==> config.mk <==
export PLATFORM = sky130hd
export DESIGN_NAME = regfile_wb_arbiter
export DESIGN_NICKNAME = d
export VERILOG_FILES = /design/src/rtl/regfile_wb_arbiter.sv
export SDC_FILE = /design/constraint.sdc
export NUM_CORES = 1
export LEC_CHECK = 0
export CORE_MARGIN = 2
export CORE_UTILIZATION = 40
export CTS_BUF_LIST = sky130_fd_sc_hd__clkbuf_4 sky130_fd_sc_hd__clkbuf_8
export CTS_CLUSTER_DIAMETER = 40
export DETAILED_ROUTE_END_ITERATION = 8
export GPL_TIMING_DRIVEN = 0
export PLACE_DENSITY = 0.72
export SETUP_SLACK_MARGIN = 0.3
export SYNTH_ARGS = -nofsm -noshare
export SYNTH_HDL_FRONTEND = slang
export SYNTH_SLANG_ARGS = --single-unit
export TNS_END_PERCENT = 10
==> constraint.sdc <==
create_clock -name CLK -period 3.6 [get_ports CLK]
set_input_delay 0.54 -clock CLK [delete_from_list [all_inputs] [get_ports CLK]]
set_output_delay 0.54 -clock CLK [all_outputs]
set_load 0.05 [all_outputs]
==> src/rtl/regfile_wb_arbiter.sv <==
// Write-port arbiter for the RV32IM 32x32 register file: pipeline writeback vs. FIFO-buffered
// MUL/DIV results, with a pending-destination scoreboard. Optional feature macro: WB_BYPASS_EN.
`timescale 1ns/1ps
module regfile_wb_arbiter #(
    parameter int MD_FIFO_DEPTH = 2,
    parameter int STARVE_LIMIT  = 4
) (
    input  logic        CLK,
    input  logic        RESET,
    input  logic        PIPE_WB_EN,
    input  logic [4:0]  PIPE_WB_ADDRESS,
    input  logic [31:0] PIPE_WB_DATA,
    input  logic        MD_ISSUE,
    input  logic [4:0]  MD_ISSUE_ADDRESS,
    input  logic        MD_VALID,
    output logic        MD_READY,
    input  logic [4:0]  MD_ADDRESS,
    input  logic [31:0] MD_DATA,
    input  logic [4:0]  CHK_ADRS1,
    input  logic [4:0]  CHK_ADRS2,
    output logic        HAZARD_STALL,
    output logic        PIPE_HOLD,
    output logic        RF_WRITE_ENABLE,
    output logic [4:0]  RF_WB_ADDRESS,
    output logic [31:0] RF_WRITE_DATA
);

    localparam int PW = $clog2(MD_FIFO_DEPTH);
    localparam int CW = $clog2(MD_FIFO_DEPTH + 1);
    localparam int SW = $clog2(STARVE_LIMIT + 1);

    logic [4:0]    r_fifoAddr [MD_FIFO_DEPTH];
    logic [31:0]   r_fifoData [MD_FIFO_DEPTH];
    logic [PW-1:0] r_wrPtr;
    logic [PW-1:0] r_rdPtr;
    logic [CW-1:0] r_count;
    logic [31:0]   r_pending;
    logic [SW-1:0] r_starve;
    logic          r_hold;

    logic          w_fifoEmpty;
    logic          w_accept;
    logic          w_mdNonZero;
    logic          w_pipeGrant;
    logic          w_pop;
    logic          w_push;
    logic          w_bypass;
    logic          w_starved;
    logic          w_starveHit;
    logic [SW-1:0] w_starveInc;
    logic          w_mdWrite;
    logic [4:0]    w_mdWriteAddr;
    logic [31:0]   w_setMask;
    logic [31:0]   w_clrMask;
    logic [31:0]   w_pendingNext;

    assign MD_READY    = (r_count != CW'(MD_FIFO_DEPTH));
    assign w_fifoEmpty = (r_count == '0);
    assign w_accept    = MD_VALID && MD_READY;
    assign w_mdNonZero = (MD_ADDRESS != 5'd0);

    // Grants are gated by RESET so the register file sees no write while reset is asserted.
    assign w_pipeGrant = RESET && PIPE_WB_EN && (PIPE_WB_ADDRESS != 5'd0);
    assign w_pop       = RESET && !w_pipeGrant && !w_fifoEmpty;
`ifdef WB_BYPASS_EN
    assign w_bypass    = RESET && !w_pipeGrant && w_fifoEmpty && w_accept && w_mdNonZero;
`else
    assign w_bypass    = 1'b0;
`endif
    assign w_push      = w_accept && w_mdNonZero && !w_bypass;

    always_comb begin
        RF_WRITE_ENABLE = 1'b0;
        RF_WB_ADDRESS   = 5'd0;
        RF_WRITE_DATA   = 32'd0;
        if (w_pipeGrant) begin
            RF_WRITE_ENABLE = 1'b1;
            RF_WB_ADDRESS   = PIPE_WB_ADDRESS;
            RF_WRITE_DATA   = PIPE_WB_DATA;
        end else if (w_pop) begin
            RF_WRITE_ENABLE = 1'b1;
            RF_WB_ADDRESS   = r_fifoAddr[r_rdPtr];
            RF_WRITE_DATA   = r_fifoData[r_rdPtr];
        end else if (w_bypass) begin
            RF_WRITE_ENABLE = 1'b1;
            RF_WB_ADDRESS   = MD_ADDRESS;
            RF_WRITE_DATA   = MD_DATA;
        end
    end

    // Result storage carries no reset; validity is tracked by the count and pointers alone.
    always_ff @(posedge CLK) begin
        if (w_push) begin
            r_fifoAddr[r_wrPtr] <= MD_ADDRESS;
            r_fifoData[r_wrPtr] <= MD_DATA;
        end
    end

    always_ff @(posedge CLK or negedge RESET) begin
        if (!RESET) begin
            r_wrPtr <= '0;
            r_rdPtr <= '0;
            r_count <= '0;
        end else begin
            if (w_push) begin
                r_wrPtr <= r_wrPtr + PW'(1);
            end
            if (w_pop) begin
                r_rdPtr <= r_rdPtr + PW'(1);
            end
            if (w_push && !w_pop) begin
                r_count <= r_count + CW'(1);
            end else if (w_pop && !w_push) begin
                r_count <= r_count - CW'(1);
            end
        end
    end

    assign w_mdWrite     = w_pop || w_bypass;
    assign w_mdWriteAddr = w_pop ? r_fifoAddr[r_rdPtr] : MD_ADDRESS;
    assign w_setMask     = (MD_ISSUE && MD_ISSUE_ADDRESS != 5'd0) ? (32'd1 << MD_ISSUE_ADDRESS) : 32'd0;
    assign w_clrMask     = w_mdWrite ? (32'd1 << w_mdWriteAddr) : 32'd0;
    // Clear is applied before set so a same-cycle re-issue keeps the register pending.
    assign w_pendingNext = ((r_pending & ~w_clrMask) | w_setMask) & ~32'd1;

    always_ff @(posedge CLK or negedge RESET) begin
        if (!RESET) begin
            r_pending <= 32'd0;
        end else begin
            r_pending <= w_pendingNext;
        end
    end

    assign HAZARD_STALL = (CHK_ADRS1 != 5'd0 && r_pending[CHK_ADRS1])
                        | (CHK_ADRS2 != 5'd0 && r_pending[CHK_ADRS2])
                        | (MD_ISSUE && r_pending[MD_ISSUE_ADDRESS]);

    assign w_starved   = w_pipeGrant && !w_fifoEmpty;
    assign w_starveInc = r_starve + SW'(1);
    assign w_starveHit = w_starved && (w_starveInc == SW'(STARVE_LIMIT));

    // Reaching the limit requests a one-cycle writeback bubble so the FIFO head can drain.
    always_ff @(posedge CLK or negedge RESET) begin
        if (!RESET) begin
            r_starve <= '0;
            r_hold   <= 1'b0;
        end else begin
            r_hold <= w_starveHit;
            if (w_pop || w_starveHit) begin
                r_starve <= '0;
            end else if (w_starved) begin
                r_starve <= w_starveInc;
            end
        end
    end

    assign PIPE_HOLD = r_hold;

endmodule

Clock wires, drivers and flops:
The bar under the picture is 20 um long.
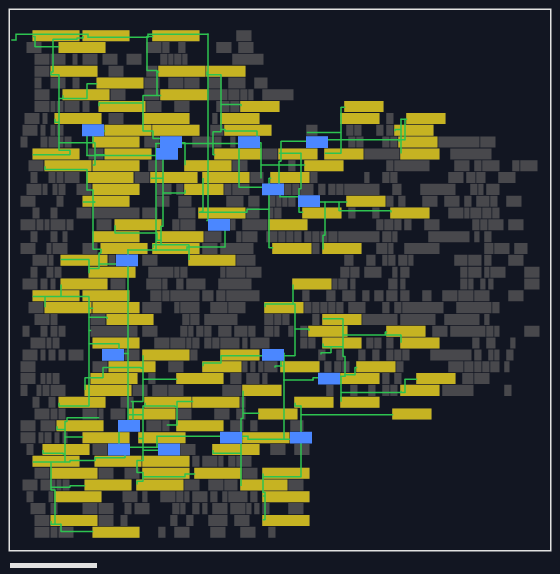
Green marks clock wires, length 1,350 um. Blue marks cells driving clock nets, count 17. Yellow marks flip-flops, count 113.
There are 18 routed clock nets.

Nets reached from selected ports:
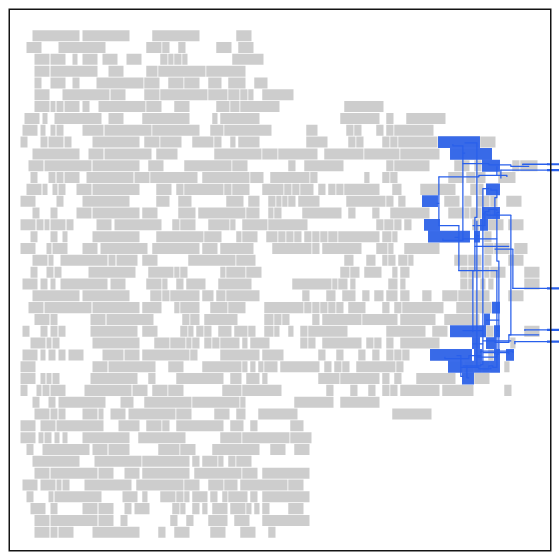
Blue marks CHK_ADRS1, bits 5, direction input, edge east, end cells 27, buffers 6, wire 482 um.

==> run summary <==
CP startpoint kind = input pin
core area = 14,000 um^2
Max FO, Critical Path = 10
worst reg2reg setup slack = 1550 ps
GRT busiest layer = met2
multi-input gates = 325
fin cells = 819
Area growth syn-to-layout = 31.9%
Post-DP Area = 7360 um^2
placer congestion estimate = 0.913
sequential cell count = 113
Logic inverters = 11
Worst setup EP type = primary output
fa+ha+maj area frac = 0.649%
CP Depth = 9
combinational share of power = 36.6%
RSZ-0062 raised after global routing = true
post-CTS setup repair buffer count = 0
minimum clock period = 3470 ps
max-cap violations = 0
clock transition at the registers of the reported paths = 80 ps
Cell Pwr Density = 671 nW/um^2
post-synthesis cell area = 5780 um^2
Detailed Routing Iterations Pass 1 = 5
cell with the most instances after synthesis = o21ai_0
Post-synth top cells = o21ai_0 (93), edfxtp_1 (74), nand2_1 (50), mux2i_1 (47), dfrtp_1 (39)
H-tree depth = 4
Yosys Instances = 474
reg2reg end = r_count[1]
Buffers on Ports = 129
CP max-delay cell = clkdlybuf4s50_1
Nets at Floorplan = 571
combinational power = 1.87 mW
Rows = 43
Die Span Y = 124 um
share of cells above drive strength 1 = 19.1%
slowest stage delay, CP = 560 ps
total power draw = 5.12 mW
Comb area share = 31.4%
1st-iter DRT viols = 307
CP Data Arrival Time = 2930 ps
final worst slack = 130 ps
final-layout clock-cell area share = 5.15%
Top power group = sequential cells
MUX share of area = 15.8%
Req. time, crit path = 3060 ps
cell family with most CP delay = buffers and inverters
status = finished clean
Syn. warnings = 0
and-or/or-and share of the synthesized area = 13.2%
first-pass GRT wire length = 24,600 um
final antenna-violating net count = 0
Final Util = 54.5%
asr flop ratio synth = 34.5%
Psw = 1.95 mW
Tool Warnings = 28
clock-net power = 1.18 mW
post-DP HPWL = 11,800 um
metal2 WL = 7520 um
M1 GR Usage = 24.7%
Bufs and invs on worst path = 3
Clock power frac = 23.0%
via count of the routed design = 4,563
Final Setup Violations = 0
cycle use final = 96.4%
routed wire length = 15,700 um
power share of the sequential group = 40.4%
Die ar. = 15,400 um^2
Buffers, non-clock = 158
Reg with most FFs = r_fifoData
clk sinks = 113
die width = 124 um
Critical Path, Cell by Cell = clkdlybuf4s50_1, buf_2, mux2i_1, nor3_1, o311ai_0, o21ai_0, nor3_1, nand4_1, dlygate4sd2_1
Main logic family = multiplexers
register area share after synthesis = 55.3%
final hold violations = 0
Hold Path Class = input pin to async pin
top cell category = sequential cells
fp_density = 41.3%
Min Hold Slack = 84.6 ps
setup TNS = 0 ps
flip-flop and latch area = 3200 um^2
GRT Residual Overflow = 0
Critical Path Most Common Cell = nor3_1
TritonCTS clock tree = built
Signal buf overhead = 18.0%
Peak VDD IR = 347 uV
post-synthesis chip area from yosys = 5780 um^2
synthesized netlist cell count = 474
r2r worst-path depth = 9
Max Fclk = 0.288 GHz
routed vias/inst = 5.57
actual slew at the worst max-slew pin = 573 ps
Clock Buffer Count = 17
met3 WL = 1600 um
leak pwr = 2.98 nW
largest net degree at the start of global routing = 41
Setup CP Type = input pin to primary output
switching share of power = 38.2%
prevailing post-synth register cell = edfxtp_1
highest routed layer = met4
initial antenna violation count = 0
Global Route Usage Sum = 20.2%
Logic cells by family:
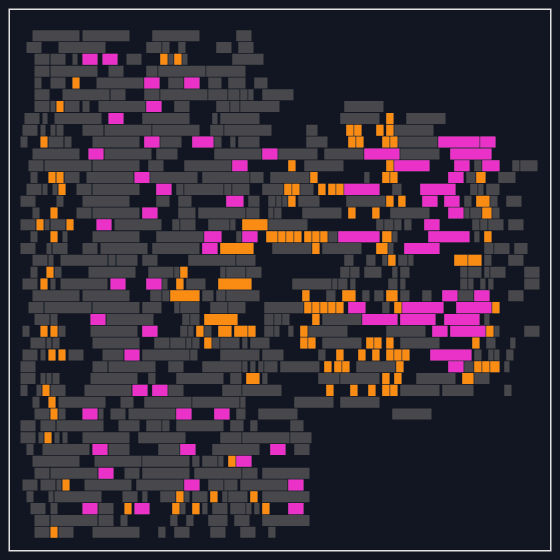
Orange marks inverting AOI/OAI gates, cells 126. Magenta marks multiplexers, cells 68.

cells in the final DEF, fill, tap and decap left out, types with 3 or more instances in the layout:
master	instances
a21oi_1	6
a31oi_1	3
a31oi_4	3
buf_12	3
buf_2	12
buf_6	6
clkbuf_1	4
clkbuf_2	34
clkbuf_8	17
clkdlybuf4s50_1	90
clkinv_4	3
dfrtp_1	39
dlymetal6s2s_1	5
edfxtp_1	74
ha_1	3
inv_1	10
inv_6	5
mux2_2	4
mux2i_1	47
mux4_1	6
mux4_2	10
nand2_1	50
nand2b_1	5
nand3_1	16
nor2_1	12
nor2b_1	6
nor3_1	6
nor4_2	3
o21ai_0	92
o21ai_1	8
or2_2	4
xnor2_1	3
Power figures rest on the tool's default switching activity, not on a simulated workload.
